### Nets reached from selected ports, run 1

Scale: 3 px per um.
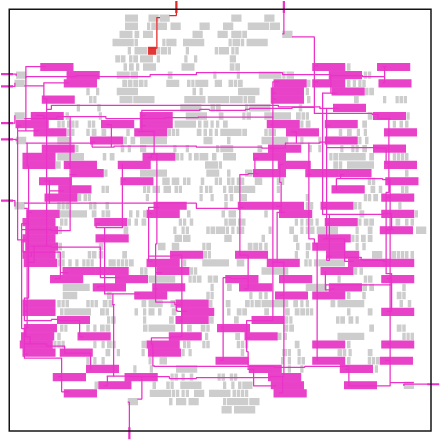
### Sequential cells grouped by signal name, run 1

Scale: 2 px per um. Other sequential cells in the stronger gray, the rest of the logic in the fainter gray.
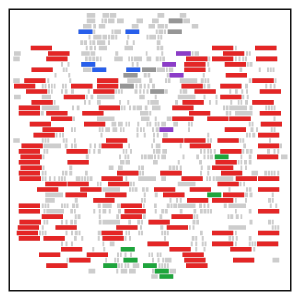
### Placement by cell class, run 1

Scale: 2 px per um.
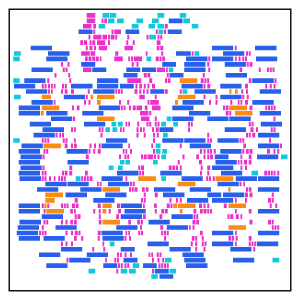
==> src/rtl/sync_fifo_param.sv <==
// sync_fifo_param: parametrised single-clock FIFO with occupancy count,
// programmable almost-full/almost-empty levels and overflow/underflow pulses.
// Optional macro SYNC_FIFO_FWFT_EN selects first-word-fall-through reads;
// when it is undefined rdata is registered with one cycle of read latency.
// All status flags decode from the registered count, so they only move on
// clock edges. Storage is never reset; reset only clears pointers and count.
module sync_fifo_param #(
  parameter int DATA_W   = 8,
  parameter int DEPTH    = 16,
  parameter int AF_LEVEL = DEPTH - 2,
  parameter int AE_LEVEL = 2
) (
  input  logic                     clk,
  input  logic                     rstn,
  input  logic                     wr_en,
  input  logic                     rd_en,
  input  logic [DATA_W-1:0]        wdata,
  output logic [DATA_W-1:0]        rdata,
  output logic                     full,
  output logic                     empty,
  output logic                     almost_full,
  output logic                     almost_empty,
  output logic [$clog2(DEPTH):0]   count,
  output logic                     overflow,
  output logic                     underflow
);

  localparam int AW = $clog2(DEPTH);
  localparam int CW = AW + 1;

  logic [DATA_W-1:0] mem_q [DEPTH];

  logic [AW-1:0] wr_ptr_q, wr_ptr_d;
  logic [AW-1:0] rd_ptr_q, rd_ptr_d;
  logic [CW-1:0] count_q, count_d;
  logic          overflow_q, overflow_d;
  logic          underflow_q, underflow_d;
  logic          wr_ok, rd_ok;

  // Status flags come straight from the registered occupancy.
  assign count        = count_q;
  assign empty        = (count_q == '0);
  assign full         = (count_q == CW'(DEPTH));
  assign almost_full  = (count_q >= CW'(AF_LEVEL));
  assign almost_empty = (count_q <= CW'(AE_LEVEL));
  assign overflow     = overflow_q;
  assign underflow    = underflow_q;

  // Acceptance and next-state: a write while full only gets in when the
  // head is popped in the same cycle, so count never exceeds DEPTH.
  always_comb begin
    rd_ok       = rd_en && !empty;
    wr_ok       = wr_en && (!full || rd_en);
    wr_ptr_d    = wr_ptr_q;
    rd_ptr_d    = rd_ptr_q;
    count_d     = count_q;
    overflow_d  = wr_en && !wr_ok;
    underflow_d = rd_en && !rd_ok;
    if (wr_ok) begin
      wr_ptr_d = wr_ptr_q + AW'(1);
    end
    if (rd_ok) begin
      rd_ptr_d = rd_ptr_q + AW'(1);
    end
    count_d = count_q + CW'(wr_ok) - CW'(rd_ok);
  end

  // Control state register; reset discards contents by clearing pointers.
  always_ff @(posedge clk) begin
    if (!rstn) begin
      wr_ptr_q    <= '0;
      rd_ptr_q    <= '0;
      count_q     <= '0;
      overflow_q  <= 1'b0;
      underflow_q <= 1'b0;
    end else begin
      wr_ptr_q    <= wr_ptr_d;
      rd_ptr_q    <= rd_ptr_d;
      count_q     <= count_d;
      overflow_q  <= overflow_d;
      underflow_q <= underflow_d;
    end
  end

  // Storage write port; requests seen while in reset are dropped.
  always_ff @(posedge clk) begin
    if (rstn && wr_ok) begin
      mem_q[wr_ptr_q] <= wdata;
    end
  end

`ifdef SYNC_FIFO_FWFT_EN
  // Head word is always presented; rd_en just pops it.
  assign rdata = mem_q[rd_ptr_q];
`else
  logic [DATA_W-1:0] rdata_q;

  // Registered read: capture the head on an accepted pop, hold otherwise.
  always_ff @(posedge clk) begin
    if (!rstn) begin
      rdata_q <= '0;
    end else if (rd_ok) begin
      rdata_q <= mem_q[rd_ptr_q];
    end
  end

  assign rdata = rdata_q;
`endif

endmodule

==> config.mk <==
export PLATFORM = sky130hd
export DESIGN_NAME = sync_fifo_param
export DESIGN_NICKNAME = d
export VERILOG_FILES = /design/src/rtl/sync_fifo_param.sv
export SDC_FILE = /design/constraint.sdc
export NUM_CORES = 1
export LEC_CHECK = 0
export ABC_AREA = 1
export CAP_MARGIN = 10
export CORE_MARGIN = 1
export CORE_UTILIZATION = 35
export DETAILED_ROUTE_END_ITERATION = 10
export PLACE_DENSITY_LB_ADDON = 0.08
export REMOVE_ABC_BUFFERS = 1
export SLEW_MARGIN = 20
export SYNTH_ARGS = -nofsm -noshare
export SYNTH_HDL_FRONTEND = slang
export SYNTH_SLANG_ARGS = --single-unit
==> constraint.sdc <==
create_clock -name clk -period 3.45 [get_ports clk]
set_input_delay 0.8625 -clock clk [delete_from_list [all_inputs] [get_ports clk]]
set_output_delay 0.8625 -clock clk [all_outputs]
set_load 0.02 [all_outputs]
==> out/qor.yml, run 1 <==
layout.filler_cells: 1808
critPathArrivalTime_ns: 2.01
worst_setup_path_endpoint: "almost_empty"
gr-total-overflow: 0
antenna_found_initial: 1
ys_sh_mux_pct: 0
number_of_buffer_and_inverter_stages_on_the_critical_path: 2
reg2reg_to: "count[4]$_SDFF_PN0_"
number_of_cts_inserted_buffers: 17
power_frac_clock_pct: 32.4
clock_latency_at_the_later_pin_of_the_worst_skew_pair_ns: 0.42
asyncSetResetFlopFracSynth_pct: 0
syn_inst_count: 676
cts_tree: "yes"
worst-setup-path-type: "reg2out"
drtAntennaViolNets: 0
cts.repair_timing.setup_buffer_count: 0
drt_drc_violations_left: 0
yosys.area_share.adder_pct: 3.30
number_of_vias_in_the_routed_layout: 4492
timing.critical_path.required_ns: 2.59
outcome: "complete, no violations"
core_region_area_mm2: 0.0187
ys_types: 24
ctsLongestPathBuffers: 2
cellLeakagePower_uw: 0.00331
nNonClkBuffers: 55
drv_slew: 0
worst_ir_drop_vdd_mv: 0.416
critical_path.cell_chain: "ha_1, inv_1, nor2_1, o21a_1, clkdlybuf4s50_1"
routabilityCongestion: 0.767
die_w_um: 140
warnings: 33
syn_avg_cell_area_um2: 9.87
core.rowCount: 50
dominant_cells: "sequential cells"
area.growth.synth_to_final_pct: 17.4
pin_count_of_the_biggest_net_entering_global_routing: 67
edf_count: 128
wirelength_mm: 16.4
ys_seq_elements: 151
comb-cell-share_pct: 23.3
initial_drt_markers: 245
critPathLaunch: "count[1]$_SDFF_PN0_"
port_buffers: 30
layoutNonFillerInstCount: 968
global_route.usage.total_pct: 18.2
clock_buffer_count: 24
sequential_cell_area_mm2: 0.00431
drv_cap: 0
inv_count: 98
share_comb_of_total_power_pct: 27.1
timing.final.crit_share_pct: 83.4
timing.final.crit_period_ns: 2.88
yosys_instances: 676
setup.worst_path.end_class: "output pin"
clock.fmax_mhz: 348
p_sw_uw: 1700
hpwl_mm: 9.99
routedWlPerCell_um: 16.9
yosysChipArea_mm2: 0.00667
ys_seq_share_pct: 64.5
seqPwrFrac_pct: 40.6
rsz_0062_raised_after_global_routing: "no"
cts-htree-levels: 4
final.setup_skew_ns: 0.00776
sequential_fraction_of_total_cell_area_pct: 55.0
cts.repair.resized: 0
power.density_cell_area_mw_per_mm2: 675
sink_count_of_the_clock_tree: 151
initCoreUtil_pct: 35.7
avgViaCountPerCell: 4.64
yosysWarnings: 0
cell_internal_pwr_uw: 3580
die_height_um: 140
layout.nets: 750
worst-r2r-cell-count: 14
chip_area_mm2: 0.0196
floorplan.tapcells: 234
-- 'Nets reached from selected ports' (at the start) --
[magenta] wdata | bits: 8 | direction: input | edge: 5 left, 1 bottom, 1 top, 1 right | end cells: 128 | wire: 2,460 um
[red] almost_empty | bits: 1 | direction: output | edge: top | end cells: 1 | wire: 17.7 um

-- 'Sequential cells grouped by signal name' (at the start) --
[red] mem_q | sequential cells: 128 | where: spread over the die
[green] rdata | sequential cells: 8 | where: bottom middle
[blue] count | sequential cells: 5
[purple] rd_ptr_q | sequential cells: 4 | where: top middle
not colored: 6

-- 'Placement by cell class' (at the start) --
[magenta] remaining logic cells | cells: 496 | share of their area: 29%
[orange] clock drivers and dummy loads | cells: 32 | share of their area: 7.3%
[cyan] remaining buffers and delay cells | cells: 55 | share of their area: 6.5%
[blue] registers | cells: 151 | share of their area: 57%

-- run 1: power groups by stage --
stage	logic [uW]	registers (uW)	clock network [uW]
6_report	1430	2140	1710
2_1_floorplan	725	2310	0
5_1_grt	1620	2160	1830
3_3_place_gp	1440	2180	0
3_5_place_dp	1450	2180	0
4_1_cts	1460	2150	1750
-- run 1: routing by layer --
| layer | GRT usage, % | vias to the layer above | wire, um |
|---|---|---|---|
| met2 | 30.8 | 53 | 8120 |
| met5 | 0 | - | 0 |
| met3 | 3.28 | 18 | 375 |
| li1 | - | 2270 | - |
| met4 | 7.00 | 0 | 284 |
| met1 | 23.2 | 2151 | 7590 |
-- run 1: through the flow --
stage	area, um2	setup WS, ns	total power (uW)	util (%)	hold WS [ns]
after floorplan	6500	0.599	3030	-	0.472
after global placement	7280	0.276	3620	38.9	0.512
after detailed placement	7280	0.226	3630	38.9	0.517
after CTS	7830	0.512	5350	41.9	0.526
after global routing	7830	0.377	5600	41.9	0.545
final	7830	0.574	5280	41.9	0.523
-- run 1: sequential cells by signal (all words and copies together) (netlist names) --
name / cells
mem_q: 128
count: 5
rdata: 8
wr_ptr_q: 4
underflow: 1
rd_ptr_q: 4
overflow: 1
-- run 1: placed cells by master, fill, tap and decap left out, types with 2 or more instances in the layout --
| master | count |
|---|---|
| clkinv_1 | 2 |
| a21oi_1 | 14 |
| inv_1 | 91 |
| edfxtp_1 | 128 |
| o21ai_0 | 8 |
| dfxtp_1 | 22 |
| clkinv_2 | 5 |
| clkbuf_1 | 3 |
| clkbuf_8 | 3 |
| inv_4 | 3 |
| buf_4 | 25 |
| ha_1 | 16 |
| xor2_1 | 3 |
| nand3_1 | 92 |
| nand2_1 | 223 |
| clkbuf_16 | 18 |
| clkdlybuf4s50_1 | 30 |
| inv_2 | 5 |
| nor2_1 | 35 |
-- run 1: Yosys cell counts (4+ instances only) --
library cell,count,share of area (%)
nand2_1,223,13
edfxtp_1,128,58
nand3_1,92,6.9
inv_1,91,5.1
nor2_1,35,2.0
dfxtp_1,23,6.9
ha_1,16,3.0
a21oi_1,14,1.1
buf_2,13,0.98
buf_4,10,1.1
o21ai_0,8,0.60
inv_2,5,0.28
clkbuf_1,4,0.23
-- run 1: worst min path at each step --
stage | startpoint | to | slack, ns | cells after the start
after global placement | wr_ptr_q[3]$_SDFFE_PN0P_ | wr_ptr_q[3]$_SDFFE_PN0P_ | 0.51 | 2
final | wr_ptr_q[3]$_SDFFE_PN0P_ | wr_ptr_q[3]$_SDFFE_PN0P_ | 0.52 | 2
after global routing | wr_ptr_q[3]$_SDFFE_PN0P_ | wr_ptr_q[3]$_SDFFE_PN0P_ | 0.54 | 2
after detailed placement | wr_ptr_q[3]$_SDFFE_PN0P_ | wr_ptr_q[3]$_SDFFE_PN0P_ | 0.52 | 2
after CTS | wr_ptr_q[3]$_SDFFE_PN0P_ | wr_ptr_q[3]$_SDFFE_PN0P_ | 0.53 | 2
after floorplan | wr_ptr_q[3]$_SDFFE_PN0P_ | wr_ptr_q[3]$_SDFFE_PN0P_ | 0.47 | 2
### Placed standard cells, run 1

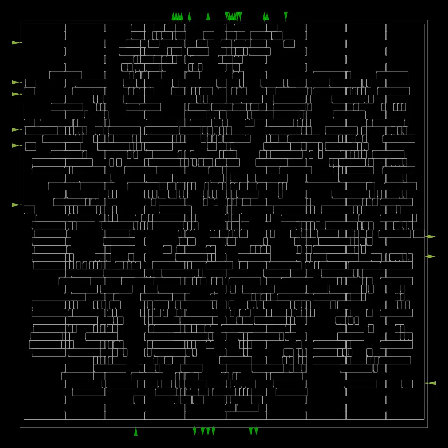

==> inputs of run 2 (changes only) <==
==> constraint.sdc (replaced) <==
create_clock -name clk -period 2.71 [get_ports clk]
set_input_delay 0.6775 -clock clk [delete_from_list [all_inputs] [get_ports clk]]
set_output_delay 0.6775 -clock clk [all_outputs]
set_load 0.02 [all_outputs]
### Placed standard cells, run 2

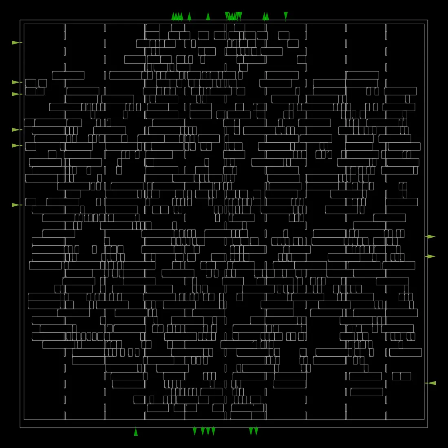
number of filler instances in the final layout: 1,826
final standard cell count with taps included and fillers excluded: 979
number of tap instances: 234
flip-flops: 151

### Placement by cell class, run 2

Scale: 2 px per um.
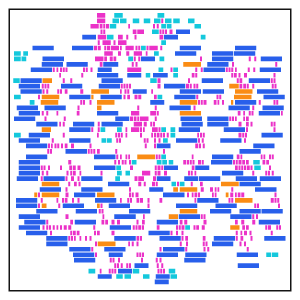
[cyan] remaining buffers and delay cells | cells: 67 | share of their area: 7.6%
[blue] registers | cells: 151 | share of their area: 56%
[orange] clock drivers and dummy loads | cells: 31 | share of their area: 7.4%
[magenta] remaining logic cells | cells: 496 | share of their area: 29%

### Clock wires, drivers and flops, run 2

Scale: 2 px per um.
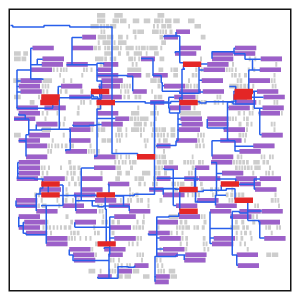
[red] clock-net drivers | count: 17
[purple] flip-flops | count: 151
[blue] clock wires | length: 1,850 um
flops lie: spread over the die

==> run 2 against run 1 <==
Compared with the run above: utilization is 0.65 points higher; count of clock-buffer cells in the layout is 1 lower; synthesized cell count stayed put; highest routed layer unchanged; non-clock buffer count is 12 higher; setup slack worse by 0.43 ns; critical path type unchanged.
==> out/qor.yml, run 2 <==
core.rowCount: 50
finish.instance_area_mm2: 0.00795
final.setup_skew_ns: 0.00697
layout.nets: 762
antenna_found_initial: 0
outcome: "complete, no violations"
syn_inst_count: 676
synthTopCellsByCount: "223 x nand2_1, 128 x edfxtp_1, 92 x nand3_1"
sink_count_of_the_clock_tree: 151
drtAntennaViolNets: 0
die_w_um: 140
placedInstanceArea_mm2: 0.00737
area.growth.synth_to_final_pct: 19.2
warnings: 33
routabilityCongestion: 0.782
hpwl_mm: 9.94
chip_area_mm2: 0.0196
sequential_cell_area_mm2: 0.00431
layout_setup_ws_ns: 0.148
cts.repair_timing.setup_buffer_count: 0
critPathArrivalTime_ns: 1.88
top_cell_area_share_pct: 57.6
hold_path_end: "wr_ptr_q[3]$_SDFFE_PN0P_"
wirelength_mm: 15.7
registers.top_by_ff_count: "mem_q"
reg2reg_to: "count[4]$_SDFF_PN0_"
ys_seq_share_pct: 64.5
worst-setup-path-type: "reg2out"
worst-r2r-cell-count: 13
avgViaCountPerCell: 4.62
power.density_cell_area_mw_per_mm2: 860
initial_drt_markers: 274
setup.worst_path.end_class: "output pin"
ys_types: 24
number_of_vias_in_the_routed_layout: 4520
yosysWarnings: 0
commonest_non_fill_non_tap_cells_in_the_layout: "223 x nand2_1, 128 x edfxtp_1, 92 x nand3_1"
timing.final.crit_share_pct: 94.5
asyncSetResetFlopFracSynth_pct: 0
drv_cap: 0
cts-htree-levels: 4
routedWlPerCell_um: 16.1
drt_drc_violations_left: 0
ctsLongestPathBuffers: 2
ys_seq_elements: 151
port_buffers: 30
-- run 2: cells by family after synthesis --
logic type      Yosys count  share of synthesized area, %
buf+inv                 127                          8.07
compound gates           24                          1.88
flops                   151                          64.5
fa+ha+maj                17                          3.30
simple gates            354                          21.8
xor+xnor                  3                         0.394
-- run 2: worst reg2reg max path, stage by stage (launching register included) --
cell	delay [ns]
dfxtp_1	0.33
inv_1	0.11
ha_1	0.18
nand4_1	0.17
nand2_1	0.13
inv_1	0.06
ha_1	0.26
inv_1	0.06
ha_1	0.16
inv_1	0.05
fa_1	0.41
o31ai_2	0.23
o21ai_0	0.11
a21oi_1	0.11
-- run 2: worst max-delay path by stage --
stage | from | end | slack [ns] | cells past startpoint
final | count[3]$_SDFF_PN0_ | empty | 0.15 | 5
after global routing | count[3]$_SDFF_PN0_ | count[4]$_SDFF_PN0_ | 0.003 | 13
after CTS | count[2]$_SDFF_PN0_ | almost_empty | 0.06 | 6
after detailed placement | rd_en | count[4]$_SDFF_PN0_ | -0.23 | 12
after global placement | rd_en | count[4]$_SDFF_PN0_ | -0.20 | 12
after floorplan | count[2]$_SDFF_PN0_ | count[4]$_SDFF_PN0_ | -0.14 | 13
-- run 2: metal layers --
layer / part of all wire [%] / global-route usage (%) / vias up
li1: - / - / 2294
met5: 0 / 0 / -
met2: 48 / 27.6 / 70
met3: 2.8 / 3.90 / 21
met4: 2.1 / 7.00 / 0
met1: 47 / 22.4 / 2135
-- run 2: layout make-up --
| cell class | count | area share [%] |
|---|---|---|
| Inverter | 98 | 4.63 |
| Timing Repair Buffer | 67 | 7.30 |
| Tap cell | 234 | 3.68 |
| Multi-Input combinational cell | 398 | 23.1 |
| Sequential cell | 151 | 54.2 |
| Clock inverter | 8 | 0.897 |
| Clock buffer | 23 | 6.26 |
-- run 2: report_power, final --
part | total (uW) | switching, uW | internal [uW] | leakage, uW
registers | 2720 | 77.7 | 2640 | 0.00134
clock network | 2240 | 872 | 1370 | 0.000274
logic | 1880 | 1210 | 670 | 0.00176
total | 6840 | 2160 | 4680 | 0.00338
-- run 2: metrics by stage --
step,power [uW],cells
after global placement,4640,948
after global routing,7210,979
after floorplan,3860,647
final,6840,979
after CTS,6910,979
after detailed placement,4650,948
### Sequential cells grouped by signal name, run 2

Scale: 2 px per um. Other sequential cells in the stronger gray, the rest of the logic in the fainter gray.
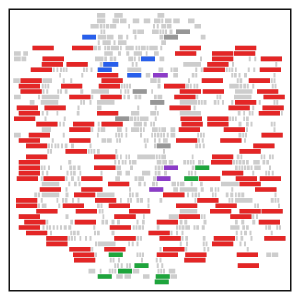

==> inputs of run 3 (changes only) <==
==> constraint.sdc (replaced) <==
create_clock -name clk -period 2.52 [get_ports clk]
set_input_delay 0.63 -clock clk [delete_from_list [all_inputs] [get_ports clk]]
set_output_delay 0.63 -clock clk [all_outputs]
set_load 0.02 [all_outputs]
### Sequential cells grouped by signal name, run 3

Scale: 2 px per um. Other sequential cells in the stronger gray, the rest of the logic in the fainter gray.
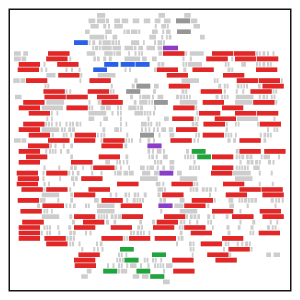
[purple] rd_ptr_q | sequential cells: 4
[blue] count | sequential cells: 5
[red] mem_q | sequential cells: 128 | where: spread over the die
[green] rdata | sequential cells: 8
not colored: 6

### Placed standard cells, run 3

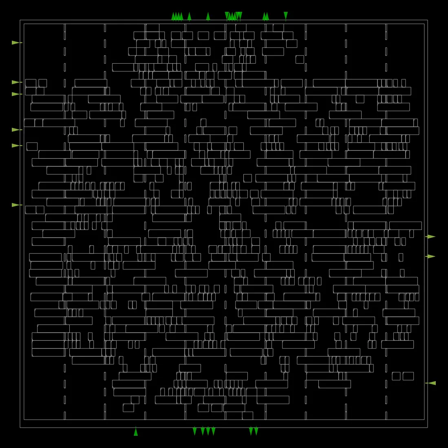
count of standard-cell rows: 50
number of filler instances in the final layout: 1,775
final standard cell count with taps included and fillers excluded: 984
area of the placeable core: 0.0187 mm2
post-layout util: 42.9%

==> run 3 against run 2 <==
Compared with the run above: first-iteration DRC count shrank 13%; sequential share of layout area shrank 0.55 points; largest cell class unchanged; critical endpoint is now count[4]$_SDFF_PN0_; non-clock buffer count grew 4.
==> out/qor.yml, run 3 <==
outcome: "complete, no violations"
ctsLongestPathBuffers: 2
max_reg_flops: 128
yosysChipArea_mm2: 0.00667
switching_share_pct: 31.8
gr-total-overflow: 0
port_buffers: 30
die_height_um: 140
timing.final.crit_share_pct: 92.7
warnings: 34
cts.repair_timing.setup_buffer_count: 0
initCoreUtil_pct: 35.7
area.growth.synth_to_final_pct: 20.4
clock.fmax_mhz: 428
number_of_cts_inserted_buffers: 17
antenna_found_initial: 0
edf_count: 128
total_power_uw: 7510
cts_tree: "yes"
top_cell_area_share_pct: 57.6
worst_ir_drop_vdd_mv: 0.567
timing.final.crit_period_ns: 2.34
ys_seq_elements: 151
syn_inst_count: 676
clock_latency_at_the_later_pin_of_the_worst_skew_pair_ns: 0.42
pin_count_of_the_biggest_net_entering_global_routing: 67
ys_seq_share_pct: 64.5
asyncSetResetFlopFracSynth_pct: 0
final.setup_skew_ns: 0.0132
setup.worst_path.end_class: "flip-flop"
routabilityCongestion: 0.773
avgViaCountPerCell: 4.58
synth_area_leader_cell: "edfxtp_1"
synthTopCellsByCount: "223 x nand2_1, 128 x edfxtp_1, 92 x nand3_1"
hold_depth: 2
hold_path_end: "wr_ptr_q[3]$_SDFFE_PN0P_"
timing.critical_path.required_ns: 2.87
worst-setup-path-type: "reg2reg"
global_route.usage.total_pct: 17.6
drv_slew: 0
die_w_um: 140
reg2reg_to: "count[4]$_SDFF_PN0_"
p_sw_uw: 2390
number_of_vias_in_the_routed_layout: 4505
initial_drt_markers: 238
yosys_instances: 676
cellLeakagePower_uw: 0.00342
seqPwrFrac_pct: 38.7
critPathArrivalTime_ns: 2.69
routedWlPerCell_um: 16.3
chip_area_mm2: 0.0196
rsz_0062_raised_after_global_routing: "yes"
worstHoldStart: "wr_ptr_q[3]$_SDFFE_PN0P_"
cts-htree-levels: 4
final_common_cell: "nand2_1"
drv_cap: 0
drtAntennaViolNets: 0
hold_ws_ns: 0.507
share_comb_of_total_power_pct: 28.1
ys_types: 24
wirelength_mm: 16.0
commonest_non_fill_non_tap_cells_in_the_layout: "223 x nand2_1, 128 x edfxtp_1, 92 x nand3_1"
yosysWarnings: 0
### Placement by cell class, run 3

Scale: 2 px per um.
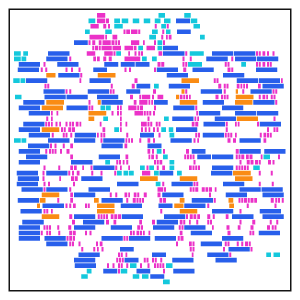
[magenta] remaining logic cells | cells: 496 | share of their area: 29%
[cyan] remaining buffers and delay cells | cells: 71 | share of their area: 8.2%
[orange] clock drivers and dummy loads | cells: 32 | share of their area: 7.6%
[blue] registers | cells: 151 | share of their area: 56%

-- run 3: cell families after synthesis --
family / share of synthesized area [%]
AND/OR/NAND/NOR: 21.8
buffers and inverters: 8.07
adder cells (fa/ha/maj): 3.30
AND-OR/OR-AND: 1.88
XOR/XNOR: 0.394
flip-flops: 64.5
-- run 3: area by class of cell --
type / count / area [um2] / share of cell area [%]
multi-input combinational: 398 / 1850 / 23.0
timing repair buffer: 71 / 632 / 7.87
sequential: 151 / 4310 / 53.6
clock inverter: 12 / 128 / 1.59
tap: 234 / 293 / 3.65
inverter: 98 / 368 / 4.58
clock buffer: 20 / 457 / 5.69
-- run 3: repair_timing --
| action | 4_1_cts | 5_1_grt |
|---|---|---|
| resized | 3 | 5 |
| pin swaps | 0 | 2 |
| setup endpoints to repair | 3 | 2 |
-- run 3: worst max path at each step --
stage | start | end | slack (ns)
after detailed placement | rd_en | count[4]$_SDFF_PN0_ | -0.36
after floorplan | count[2]$_SDFF_PN0_ | count[4]$_SDFF_PN0_ | -0.33
after global placement | rd_en | count[4]$_SDFF_PN0_ | -0.33
final | count[3]$_SDFF_PN0_ | count[4]$_SDFF_PN0_ | 0.18
after global routing | count[3]$_SDFF_PN0_ | count[4]$_SDFF_PN0_ | -0.02
after CTS | count[3]$_SDFF_PN0_ | count[4]$_SDFF_PN0_ | 0.02
-- run 3: power groups by stage --
stage,Combinational (uW),Clock [uW],Sequential [uW]
after floorplan,993,0,3160
after global placement,2080,0,2960
after detailed placement,2100,0,2960
after CTS,2080,2550,2910
after global routing,2360,2650,2930
final,2110,2490,2910
-- run 3: metal layers --
metal | track usage, % | vias to the layer above | routed length (um) | part of all wire [%]
li1 | - | 2299 | - | -
met4 | 8.21 | 0 | 246 | 1.5
met1 | 22.8 | 2114 | 7440 | 46
met5 | 0 | - | 0 | 0
met3 | 3.25 | 14 | 529 | 3.3
met2 | 28.8 | 78 | 7830 | 49
-- run 3: critical path, stage by stage, from the launching register on --
cell and delay [ns]:
dfxtp_1 0.31, inv_1 0.10, ha_2 0.20, nand2_1 0.06
nor3_2 0.14, nand2_1 0.11, nand2_2 0.08, ha_1 0.22
inv_1 0.06, ha_1 0.15, inv_1 0.05, fa_2 0.38
o31ai_4 0.20, o21ai_0 0.10, a21oi_1 0.11
-- run 3: per-stage QoR --
stage / instances / cell area, um2 / worst slack [ns] / utilization (%)
after floorplan: 647 / 6500 / -0.331 / -
after global placement: 952 / 7430 / -0.331 / 39.7
after detailed placement: 952 / 7430 / -0.356 / 39.7
after CTS: 984 / 8010 / 0.0228 / 42.8
after global routing: 984 / 8030 / -0.0208 / 42.9
final: 984 / 8030 / 0.184 / 42.9
No activity file was given, so power comes from the tool's default toggle rates.
